### config.mk
export PLATFORM = sky130hd
export DESIGN_NAME = freq_counter_gated
export DESIGN_NICKNAME = d
export VERILOG_FILES = /design/src/rtl/freq_counter_gated.sv
export SDC_FILE = /design/constraint.sdc
export NUM_CORES = 1
export LEC_CHECK = 0
export CAP_MARGIN = 15
export CELL_PAD_IN_SITES_DETAIL_PLACEMENT = 0
export CELL_PAD_IN_SITES_GLOBAL_PLACEMENT = 1
export CORE_MARGIN = 2
export CORE_UTILIZATION = 49
export CTS_BUF_LIST = sky130_fd_sc_hd__clkbuf_4
export CTS_CLUSTER_SIZE = 20
export DETAILED_ROUTE_END_ITERATION = 10
export PLACE_DENSITY = 0.86
export SLEW_MARGIN = 15
export SYNTH_ARGS = -nofsm -noshare
export SYNTH_HDL_FRONTEND = slang
export SYNTH_SLANG_ARGS = --single-unit
### constraint.sdc
create_clock -name clock -period 8.1 [get_ports clock]
set_input_delay 1.62 -clock clock [delete_from_list [all_inputs] [get_ports clock]]
set_output_delay 1.62 -clock clock [all_outputs]
set_load 0.01 [all_outputs]
### src/rtl/freq_counter_gated.sv
// Multi-channel gated frequency counter: counts synchronized rising edges per
// channel over a gate_len-cycle window and publishes saturated counts with a valid strobe.
module freq_counter_gated #(
  parameter int unsigned CH          = 4,
  parameter int unsigned CNT_W       = 32,
  parameter int unsigned GATE_W      = 32,
  parameter int unsigned SYNC_STAGES = 2
) (
  input  logic                clock,
  input  logic                reset,
  input  logic                enable,
  input  logic                start,
  input  logic                continuous,
  input  logic [GATE_W-1:0]   gate_len,
  input  logic [CH-1:0]       sig_in,
  output logic [CH*CNT_W-1:0] count_out,
  output logic [CH-1:0]       overflow,
  output logic                valid,
  output logic                busy
);

  typedef enum logic [1:0] {IDLE, ARM, GATE} state_t;

  state_t               state_q;
  logic [CH-1:0]        sync_q [SYNC_STAGES];
  logic [CH-1:0]        prev_q;
  logic [CNT_W-1:0]     cnt_q  [CH];
  logic [CNT_W-1:0]     cnt_d  [CH];
  logic [CNT_W:0]       inc    [CH];
  logic [CH-1:0]        sticky_q;
  logic [CH-1:0]        sat;
  logic [CH-1:0]        rise;
  logic [GATE_W-1:0]    timer_q;
  logic [GATE_W-1:0]    gate_eff;
  logic [CH*CNT_W-1:0]  count_q;
  logic [CH-1:0]        ovf_q;
  logic                 valid_q;
  logic                 busy_q;

  assign count_out = count_q;
  assign overflow  = ovf_q;
  assign valid     = valid_q;
  assign busy      = busy_q;

  assign rise     = sync_q[SYNC_STAGES-1] & ~prev_q;
  assign gate_eff = (gate_len == '0) ? GATE_W'(1) : gate_len;

  // Increment one bit wider than the counter so the carry flags saturation.
  always_comb begin
    for (int unsigned k = 0; k < CH; k++) begin
      inc[k]   = {1'b0, cnt_q[k]} + {{CNT_W{1'b0}}, rise[k]};
      sat[k]   = inc[k][CNT_W];
      cnt_d[k] = sat[k] ? cnt_q[k] : inc[k][CNT_W-1:0];
    end
  end

  always_ff @(posedge clock or negedge reset) begin
    if (!reset) begin
      for (int unsigned i = 0; i < SYNC_STAGES; i++) sync_q[i] <= '0;
      prev_q <= '0;
    end else begin
      sync_q[0] <= sig_in;
      for (int unsigned i = 1; i < SYNC_STAGES; i++) sync_q[i] <= sync_q[i-1];
      prev_q <= sync_q[SYNC_STAGES-1];
    end
  end

  always_ff @(posedge clock or negedge reset) begin
    if (!reset) begin
      state_q  <= IDLE;
      for (int unsigned k = 0; k < CH; k++) cnt_q[k] <= '0;
      sticky_q <= '0;
      timer_q  <= '0;
      count_q  <= '0;
      ovf_q    <= '0;
      valid_q  <= 1'b0;
      busy_q   <= 1'b0;
    end else begin
      valid_q <= 1'b0;
      case (state_q)
        IDLE: begin
          if (start && enable) begin
            state_q <= ARM;
            busy_q  <= 1'b1;
          end
        end
        ARM: begin
          for (int unsigned k = 0; k < CH; k++) cnt_q[k] <= '0;
          sticky_q <= '0;
          if (!enable) begin
            state_q <= IDLE;
            busy_q  <= 1'b0;
          end else begin
            timer_q <= gate_eff;
            state_q <= GATE;
          end
        end
        GATE: begin
          if (!enable) begin
            for (int unsigned k = 0; k < CH; k++) cnt_q[k] <= '0;
            sticky_q <= '0;
            state_q  <= IDLE;
            busy_q   <= 1'b0;
          end else if (timer_q == GATE_W'(1)) begin
            // Final cycle's edge is folded into the published count; counters
            // restart from zero so the next cycle's edge opens the new window.
            for (int unsigned k = 0; k < CH; k++) begin
              count_q[k*CNT_W +: CNT_W] <= cnt_d[k];
              cnt_q[k] <= '0;
            end
            ovf_q    <= sticky_q | sat;
            sticky_q <= '0;
            valid_q  <= 1'b1;
            if (continuous) begin
              timer_q <= gate_eff;
            end else begin
              state_q <= IDLE;
              busy_q  <= 1'b0;
            end
          end else begin
            for (int unsigned k = 0; k < CH; k++) cnt_q[k] <= cnt_d[k];
            sticky_q <= sticky_q | sat;
            timer_q  <= timer_q - GATE_W'(1);
          end
        end
        default: begin
          state_q <= IDLE;
          busy_q  <= 1'b0;
        end
      endcase
    end
  end

endmodule

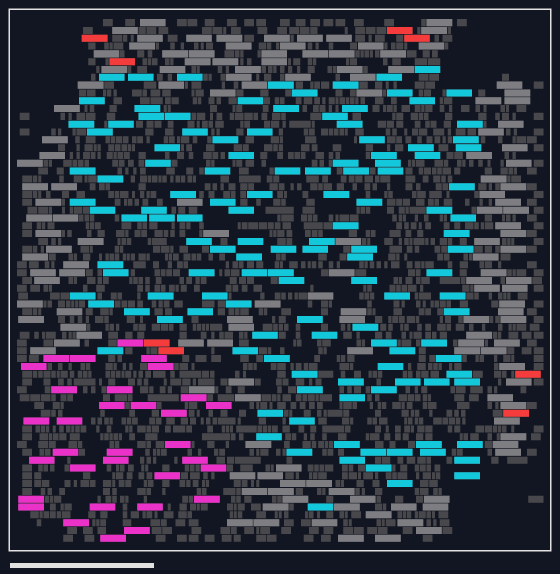
Fig. 1. Sequential cells grouped by signal name (run 1).
Bar = 50 um. Other sequential cells in the stronger gray, the rest of the logic in the fainter gray.
sync_q -> red  # flops 8, where all over the die
cnt_q -> cyan  # flops 128, where all over the die
timer_q -> magenta  # flops 32, where bottom left
Final Util: 59.0%
fraction of standard cell area that is sequential: 39.6%
seq pwr: 0.00176 W
register area: 7810 um^2

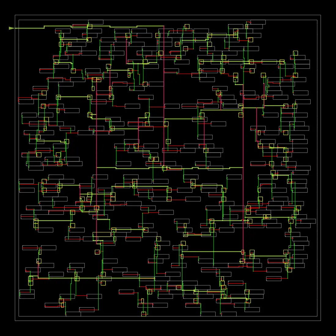
Fig. 2. Clock nets (run 1).
Fin Clk Skew: 0.0384 ns
clock buffer count from CTS: 89
sequential cell count: 312

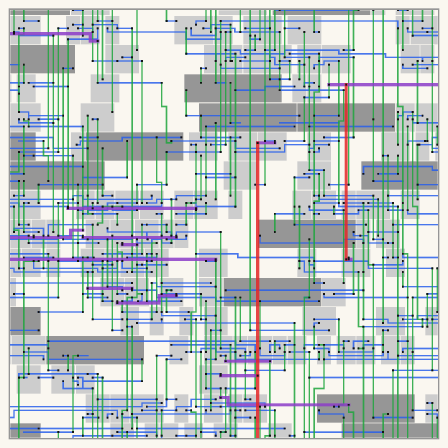
Fig. 3. Layout detail (run 1).
Region (27, 121) to (67, 161) um. Cells in gray, sequential cells in the stronger gray; small squares are vias.
M3 -> purple
M1 -> blue
M2 -> green
M4 -> red
cells with their middle in the window = 121
netlist names of flops here include = cnt_q (11), sticky_q (1)
most frequent = a21oi_1 (12), dfrtp_1 (12), nand2_1 (11)
sequential cells in the window = 12

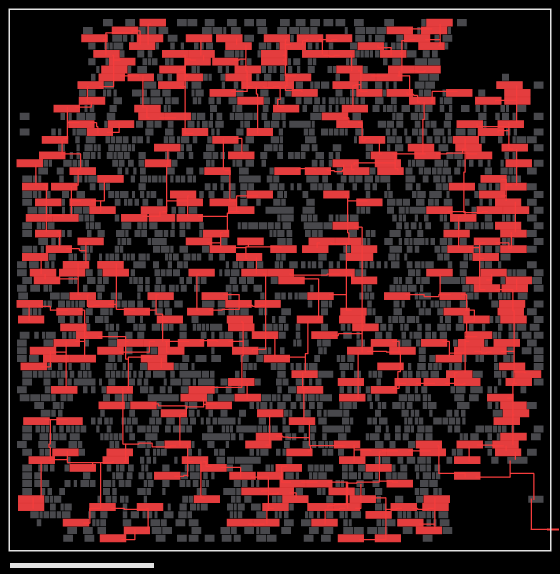
Fig. 4. Wires at chosen ports, followed through buffers (run 1).
Bar = 50 um.
reset -> red  # bits 1, direction input, edge right, end cells 312, buffers 3, wire 2410 um
number of port buffers: 174
number of top-level design ports: 175

==> impl_metrics.yaml, run 1 <==
# generated from flow reports
pwr:
  power_clock_w: 0.00147
  power_per_cell_area_nw_per_um2: 205
  combinationalPowerShare_pct: 20.0
  power_leakage_nw: 7.82
  netSwitchingFraction_pct: 33.5
  p_comb_w: 0.000806
  power_group_with_the_highest_consumption: "registers"
  cell_internal_pwr_w: 0.00269
  pwr-share-clk_pct: 36.5
drt:
  vias_per_cell: 5.82
  met2WireLength_um: 20500
  routed_wirelength_um: 43800
final_timing:
  slew_viol_final: 0
  grt_setup_unrepaired: "no"
  finalSetupViolations: 0
place:
  gp_congestion: 0.873
synthesis:
  ys_area_um2: 16600
  enable_flop_cells: 0
  synth_top_cell_by_area: "sky130_fd_sc_hd__dfrtp_1"
  seq_area_frac_synth_pct: 47.1
  ff_type: "sky130_fd_sc_hd__dfrtp_1"
  synth_async_sr_flop_share_pct: 100
  topCellsByArea: "sky130_fd_sc_hd__dfrtp_1 47%, sky130_fd_sc_hd__o21ai_0 6.8%, sky130_fd_sc_hd__nand2_1 5.4%"
worst_setup_path:
  setup.worst_path.end_class: "flip-flop"
  crit_required_ns: 8.73
  timing.critical_path.cells: "clkdlybuf4s50_1 > o21ai_0 > nor2_1 > nand2_1 > buf_4 > or2_2 > buf_4 > nand2_1 > a22o_1"
finish:
  final_layout_size_suffix_gt1_share_pct: 9.94
  final_common_cell: "sky130_fd_sc_hd__dfrtp_1"
clock_tree:
  cts_htree_levels: 3
  clock_transition_at_the_registers_of_the_reported_paths_ns: 0.06
  cts.path.max_buffers: 3
  cts_tree: "yes"
floorplanning:
  floorplan.core_util_pct: 49.6
  design.die.area_um2: 35300
job:
  warnings: 39
global_routing:
  grt_max_degree: 136
outcome:
  status: "finished clean"
## run 1: worst register-to-register path, stage by stage, from the launching register on
cell                      delay, ns
sky130_fd_sc_hd__dfrtp_1       0.36
sky130_fd_sc_hd__inv_1         0.10
sky130_fd_sc_hd__ha_1          0.43
sky130_fd_sc_hd__o21ai_0       0.46
sky130_fd_sc_hd__nor2_1        0.17
sky130_fd_sc_hd__nand2_1       0.10
sky130_fd_sc_hd__buf_4         0.33
sky130_fd_sc_hd__or2_2         0.53
sky130_fd_sc_hd__buf_4         0.59
sky130_fd_sc_hd__nand2_1       0.37
sky130_fd_sc_hd__a22o_1        0.29
## run 1: kinds of logic after synthesis
family / count (synthesis) / share of synthesized area (%)
AOI/OAI and AO/OA: 537 / 19.5
DFF: 312 / 47.1
muxes: 10 / 0.611
adders and majority gates: 13 / 0.981
buffers and inverters: 157 / 4.00
xor gates and xnor gates: 117 / 6.18
and+or+nand+nor: 694 / 21.6
## run 1: final timing paths
path / slack (ns) / endpoint / startpoint / cells past startpoint
worst max-delay path: 4.03 / sticky_q[3]$_DFFE_PN0P_ / enable / 9
worst min-delay path: 0.35 / sync_q[0]$_DFF_PN0_ / sync_q[4]$_DFF_PN0_ / 0
worst max register to register: 4.25 / sticky_q[3]$_DFFE_PN0P_ / state_q[0]$_DFFE_PN0P_ / 10
worst min register to register: 0.35 / sync_q[0]$_DFF_PN0_ / sync_q[4]$_DFF_PN0_ / 0
max in group asynchronous: 5.79 / count_out[12]$_DFFE_PN0P_ / reset / 2
min in group asynchronous: 0.94 / cnt_q[10]$_DFFE_PN0P_ / reset / 1
## run 1: through the flow
| step | worst slack, ns | power, W | util (%) | hold WS, ns |
|---|---|---|---|---|
| after floorplan | 5.06 | 0.00229 | - | 0.331 |
| after global placement | 3.31 | 0.00256 | 55.5 | 0.334 |
| after detailed placement | 3.26 | 0.00258 | 55.5 | 0.338 |
| after CTS | 4.07 | 0.00407 | 58.9 | 0.351 |
| after global routing | 3.82 | 0.00428 | 59.0 | 0.362 |
| final | 4.03 | 0.00404 | 59.0 | 0.348 |
## run 1: layout make-up
class | count | area [um^2] | share of cell area, %
inverters | 40 | 150 | 0.761
clock buffers | 135 | 1010 | 5.14
well taps | 448 | 561 | 2.84
diodes | 1 | 2.50 | 0.0127
repair buffers | 190 | 1900 | 9.65
flip-flops and latches | 312 | 7810 | 39.6
multi-input cells | 1371 | 8170 | 41.4
clock inverters | 24 | 118 | 0.596
## run 1: sequential cells by signal, indices dropped and copies added, names as in the netlist
| register | cells |
|---|---|
| cnt_q | 128 |
| sticky_q | 4 |
| overflow | 4 |
| prev_q | 4 |
| busy | 1 |
| state_q | 2 |
| sync_q | 8 |
| valid | 1 |
| timer_q | 32 |
| count_out | 128 |
## run 1: per-layer routing
| layer | vias to the layer above | track usage, % |
|---|---|---|
| met3 | 50 | 4.53 |
| met1 | 7170 | 35.1 |
| met4 | 0 | 7.63 |
| met2 | 429 | 39.1 |
| li1 | 7035 | - |
| met5 | - | 0 |
Fig. 5: run 1, routed metal, one color a layer
Two of the layers only.
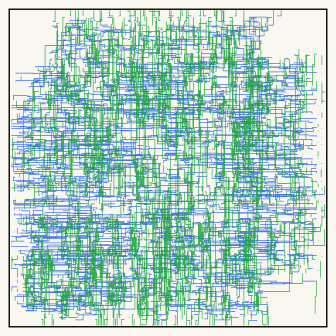

==> inputs of run 2 (changes only) <==
CORE_UTILIZATION = 45   (was 49)
PLACE_DENSITY = 0.79   (was 0.86)
clock period = 4 ns   (was 8.1 ns; I/O delays follow)
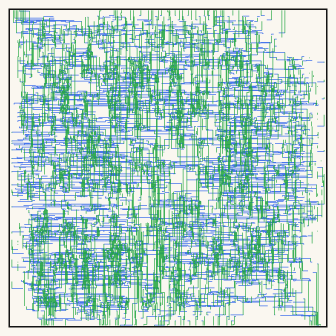
Fig. 6. Routed metal, one color a layer (run 2).
Two of the layers only.
M2 -> green  # wire length 21.1 mm
M1 -> blue  # wire length 21.0 mm

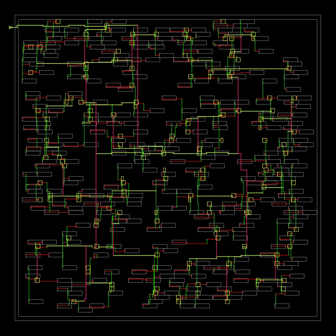
Fig. 7. Clock nets (run 2).
Fin Clk Skew: 0.0543 ns
clock tree sinks: 312

==> impl_metrics.yaml, run 2 <==
# generated from flow reports
outcome:
  status: "finished clean"
worst_setup_path:
  setup.worst_path.end_class: "flip-flop"
  r2r-end: "count_out[74]$_DFFE_PN0P_"
  regToRegStartpoint: "timer_q[28]$_DFFE_PN0P_"
  r2r.worst_path.cells: 6
place:
  detailedPlace.worstSlack_ns: 0.783
  numPortBuffers: 174
job:
  warnings: 39
final_timing:
  timing.final.ws_setup_ns: 0.771
  slew_viol_final: 0
  fin_hold_ws_ns: 0.0855
  grt_setup_unrepaired: "no"
synthesis:
  synth_top_cell_by_area: "sky130_fd_sc_hd__dfrtp_1"
  enable_flop_cells: 0
  topCellsByArea: "sky130_fd_sc_hd__dfrtp_1 47%, sky130_fd_sc_hd__o21ai_0 6.8%, sky130_fd_sc_hd__nand2_1 5.4%"
  seq_area_frac_synth_pct: 47.1
  synth_async_sr_flop_share_pct: 100
  ff_type: "sky130_fd_sc_hd__dfrtp_1"
global_routing:
  grt-busiest-layer: "met2"
  grt_use_met2_pct: 37.4
drt:
  routed_wirelength_um: 45300
  vias_per_cell: 5.77
floorplanning:
  floorplan.core_util_pct: 45.5
  io-pin-count: 175
  design.die.area_um2: 38400
pwr:
  power_per_cell_area_nw_per_um2: 406
  p_total_w: 0.00804
clock_tree:
  tritoncts.num_buffers: 87
  cts_tree: "yes"
  cts_htree_levels: 3
  clock_transition_at_the_registers_of_the_reported_paths_ns: 0.06
  cts.path.max_buffers: 3
finish:
  final_layout_size_suffix_gt1_share_pct: 10.2
  final_common_cell: "sky130_fd_sc_hd__dfrtp_1"
## run 2: worst max path at each step
stage	slack [ns]	endpoint	from
after floorplan	1.40	cnt_q[34]$_DFFE_PN0P_	prev_q[2]$_DFF_PN0_
after global placement	0.88	cnt_q[22]$_DFFE_PN0P_	enable
after detailed placement	0.78	cnt_q[2]$_DFFE_PN0P_	enable
after CTS	0.80	count_out[74]$_DFFE_PN0P_	timer_q[28]$_DFFE_PN0P_
after global routing	0.52	count_out[74]$_DFFE_PN0P_	timer_q[28]$_DFFE_PN0P_
final	0.77	count_out[74]$_DFFE_PN0P_	timer_q[28]$_DFFE_PN0P_
## run 2: metal layers
layer	vias to the layer above	share of wire, %
li1	7057	-
met2	393	47
met4	0	2.1
met1	7138	46
met3	66	5.1
met5	-	0
## run 2: layout make-up
type                    count  area [um^2]  share of cell area, %
diodes                      2         5.00                 0.0253
clock buffers             130          976                   4.93
clock inverters            13         50.0                  0.253
inverters                  40          150                  0.758
multi-input cells        1371         8170                   41.3
flip-flops and latches    312         7810                   39.4
well taps                 468          586                   2.96
repair buffers            203         2050                   10.4
## run 2: report_power, final
group          total (W)  switching (W)  internal [W]
Sequential       0.00357       0.000233       0.00333
Clock            0.00280        0.00134       0.00146
Combinational    0.00167        0.00113      0.000543
Total            0.00804        0.00270       0.00534
## run 2: cells by family (layout without fill, tap and decap cells)
| group | Yosys count | in the layout | share of synthesized area [%] |
|---|---|---|---|
| muxes | 10 | 10 | 0.611 |
| AOI/OAI and AO/OA | 537 | 537 | 19.5 |
| and+or+nand+nor | 694 | 694 | 21.6 |
| xor gates and xnor gates | 117 | 117 | 6.18 |
| DFF | 312 | 312 | 47.1 |
| adders and majority gates | 13 | 13 | 0.981 |
| other | 0 | 2 | 0 |
| buffers and inverters | 157 | 386 | 4.00 |
## run 2: per-stage QoR
step	util [%]	cell area [um^2]
global route	54.3	19800
detailed placement	51.5	18800
floorplan	-	16600
global placement	51.5	18800
CTS	54.3	19800
finish	54.3	19800
## run 2: worst register-to-register path, cell delays in order, from the launching register on
cell and delay [ns]:
sky130_fd_sc_hd__dfrtp_1 0.45, sky130_fd_sc_hd__nor4_1 0.76, sky130_fd_sc_hd__nand4_1 0.32, sky130_fd_sc_hd__or4_4 0.86
sky130_fd_sc_hd__buf_12 0.33, sky130_fd_sc_hd__nand2_1 0.22, sky130_fd_sc_hd__o21ai_0 0.09
Fig. 8: run 2, layout detail
Region (29, 127) to (69, 167) um. Cells in gray, sequential cells in the stronger gray; small squares are vias.
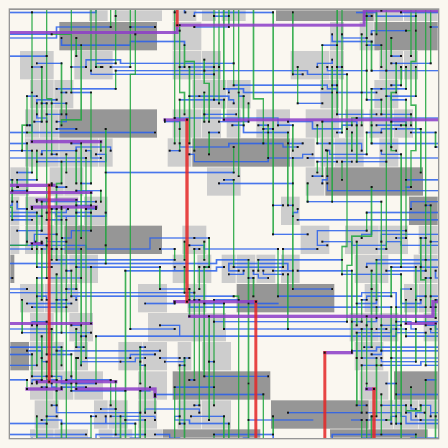

==> inputs of run 3 (changes only) <==
clock period = 3.2 ns   (was 4 ns; I/O delays follow)
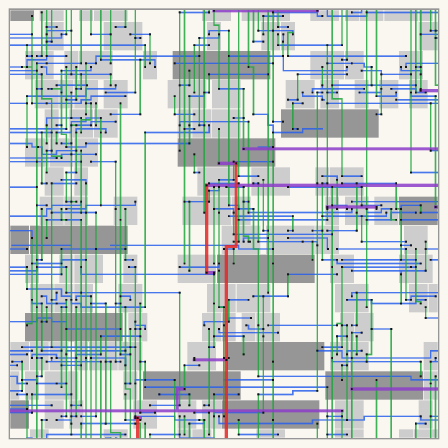
Fig. 9. Layout detail (run 3).
Region (29, 127) to (69, 167) um. Cells in gray, sequential cells in the stronger gray; small squares are vias.
M3 -> purple
M4 -> red
M1 -> blue
M2 -> green
sequential cells in the window = 10
cells with their middle in the window = 102
netlist names of flops here include = cnt_q (10)
most frequent = nand4_1 (11), dfrtp_1 (10), nand2_1 (9)

==> impl_metrics.yaml, run 3 <==
# generated from flow reports
worst_setup_path:
  crit_required_ns: 3.89
  r2r.worst_path.cells: 9
  setup.worst_path.end_class: "flip-flop"
  reg2reg_slack_ns: 0.28
  worstSetupPathDepth: 9
  timing.critical_path.cells: "nor2b_1 > ha_1 > ha_1 > nand4_1 > nor4_2 > a21oi_1 > nand3_1 > or3_1 > o21ai_0"
global_routing:
  grt_max_degree: 104
finish:
  final_layout_size_suffix_gt1_share_pct: 11.3
  final_common_cell: "sky130_fd_sc_hd__dfrtp_1"
floorplanning:
  io-pin-count: 175
  floorplan.core_util_pct: 45.5
clock_tree:
  cts.sink_count: 312
  cts_tree: "yes"
  cts_htree_levels: 3
  clock_transition_at_the_registers_of_the_reported_paths_ns: 0.07
pwr:
  power_per_cell_area_nw_per_um2: 507
  power_leakage_nw: 7.99
job:
  warnings: 34
synthesis:
  enable_flop_cells: 0
  synth_async_sr_flop_share_pct: 100
final_timing:
  grt_setup_unrepaired: "no"
  slew_viol_final: 0
  finalSetupViolations: 0
drt:
  vias_per_cell: 5.72
outcome:
  status: "finished clean"
place:
  numPortBuffers: 174
  detailedPlace.worstSlack_ns: 0.0687
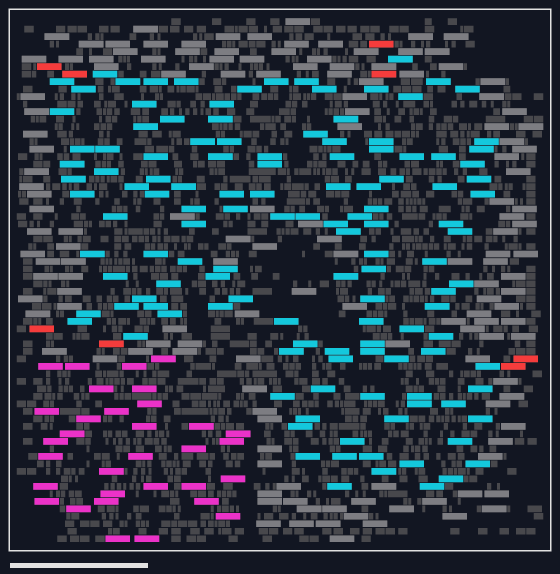
Fig. 10. Sequential cells grouped by signal name (run 3).
Bar = 50 um. Other sequential cells in the stronger gray, the rest of the logic in the fainter gray.
sync_q -> red  # flops 8
timer_q -> magenta  # flops 32, where bottom left
cnt_q -> cyan  # flops 128, where all over the die
Final Util: 55.0%
fraction of standard cell area that is sequential: 39.0%

[run 3: worst paths after layout]
| path | end | startpoint |
|---|---|---|
| min reg2reg | sync_q[1]$_DFF_PN0_ | sync_q[5]$_DFF_PN0_ |
| max in group asynchronous | cnt_q[93]$_DFFE_PN0P_ | reset |
| min | sync_q[5]$_DFF_PN0_ | sig_in[1] |
| min in group asynchronous | count_out[8]$_DFFE_PN0P_ | reset |
| max | cnt_q[75]$_DFFE_PN0P_ | sync_q[1]$_DFF_PN0_ |
| max reg2reg | cnt_q[75]$_DFFE_PN0P_ | sync_q[1]$_DFF_PN0_ |
[run 3: cell type report]
| class | count | area (um^2) | area share (%) |
|---|---|---|---|
| antenna | 2 | 5.00 | 0.0250 |
| clock buffer | 132 | 991 | 4.95 |
| clock inverter | 17 | 63.8 | 0.318 |
| inverter | 40 | 150 | 0.749 |
| multi-input combinational | 1371 | 8180 | 40.8 |
| sequential | 312 | 7810 | 39.0 |
| tap | 468 | 586 | 2.92 |
| timing repair buffer | 225 | 2260 | 11.3 |
[run 3: kinds of logic after synthesis]
group                    count (synthesis)  share of synthesized area [%]
buffers and inverters                  157                           4.00
AND/OR/NAND/NOR                        694                           21.6
AND-OR/OR-AND                          537                           19.5
XOR/XNOR                               117                           6.18
multiplexers                            10                          0.611
adder cells (fa/ha/maj)                 13                          0.981
flip-flops                             312                           47.1
[run 3: power breakdown]
group,switching (W),internal [W]
combinational,0.00143,0.000726
sequential,0.000289,0.00417
clock,0.00168,0.00186
total,0.00340,0.00675
[run 3: metal layers]
metal	share of wire [%]	vias up	GRT usage, %
li1	-	7097	-
met1	46	7148	33.3
met2	47	384	38.3
met3	5.3	67	4.52
met4	1.8	0	8.08
met5	0	-	0
[run 3: what timing repair did]
action,CTS,global route
endpoints found under the hold margin,65,0
hold buffers,1,0
setup endpoints to repair,0,11
resized,0,1
[run 3: through the flow]
step	cell area, um^2	cells	utilization (%)	power (W)	hold slack [ns]
6_report	20000	2567	55.0	0.0102	0.333
5_1_grt	20000	2567	55.0	0.0108	0.283
4_1_cts	20000	2565	55.0	0.0103	0.244
3_5_place_dp	19000	2415	52.0	0.00668	0.339
3_3_place_gp	19000	2415	52.0	0.00663	0.334
2_1_floorplan	16600	1840	-	0.00581	0.331
No activity file was given, so power comes from the tool's default toggle rates.
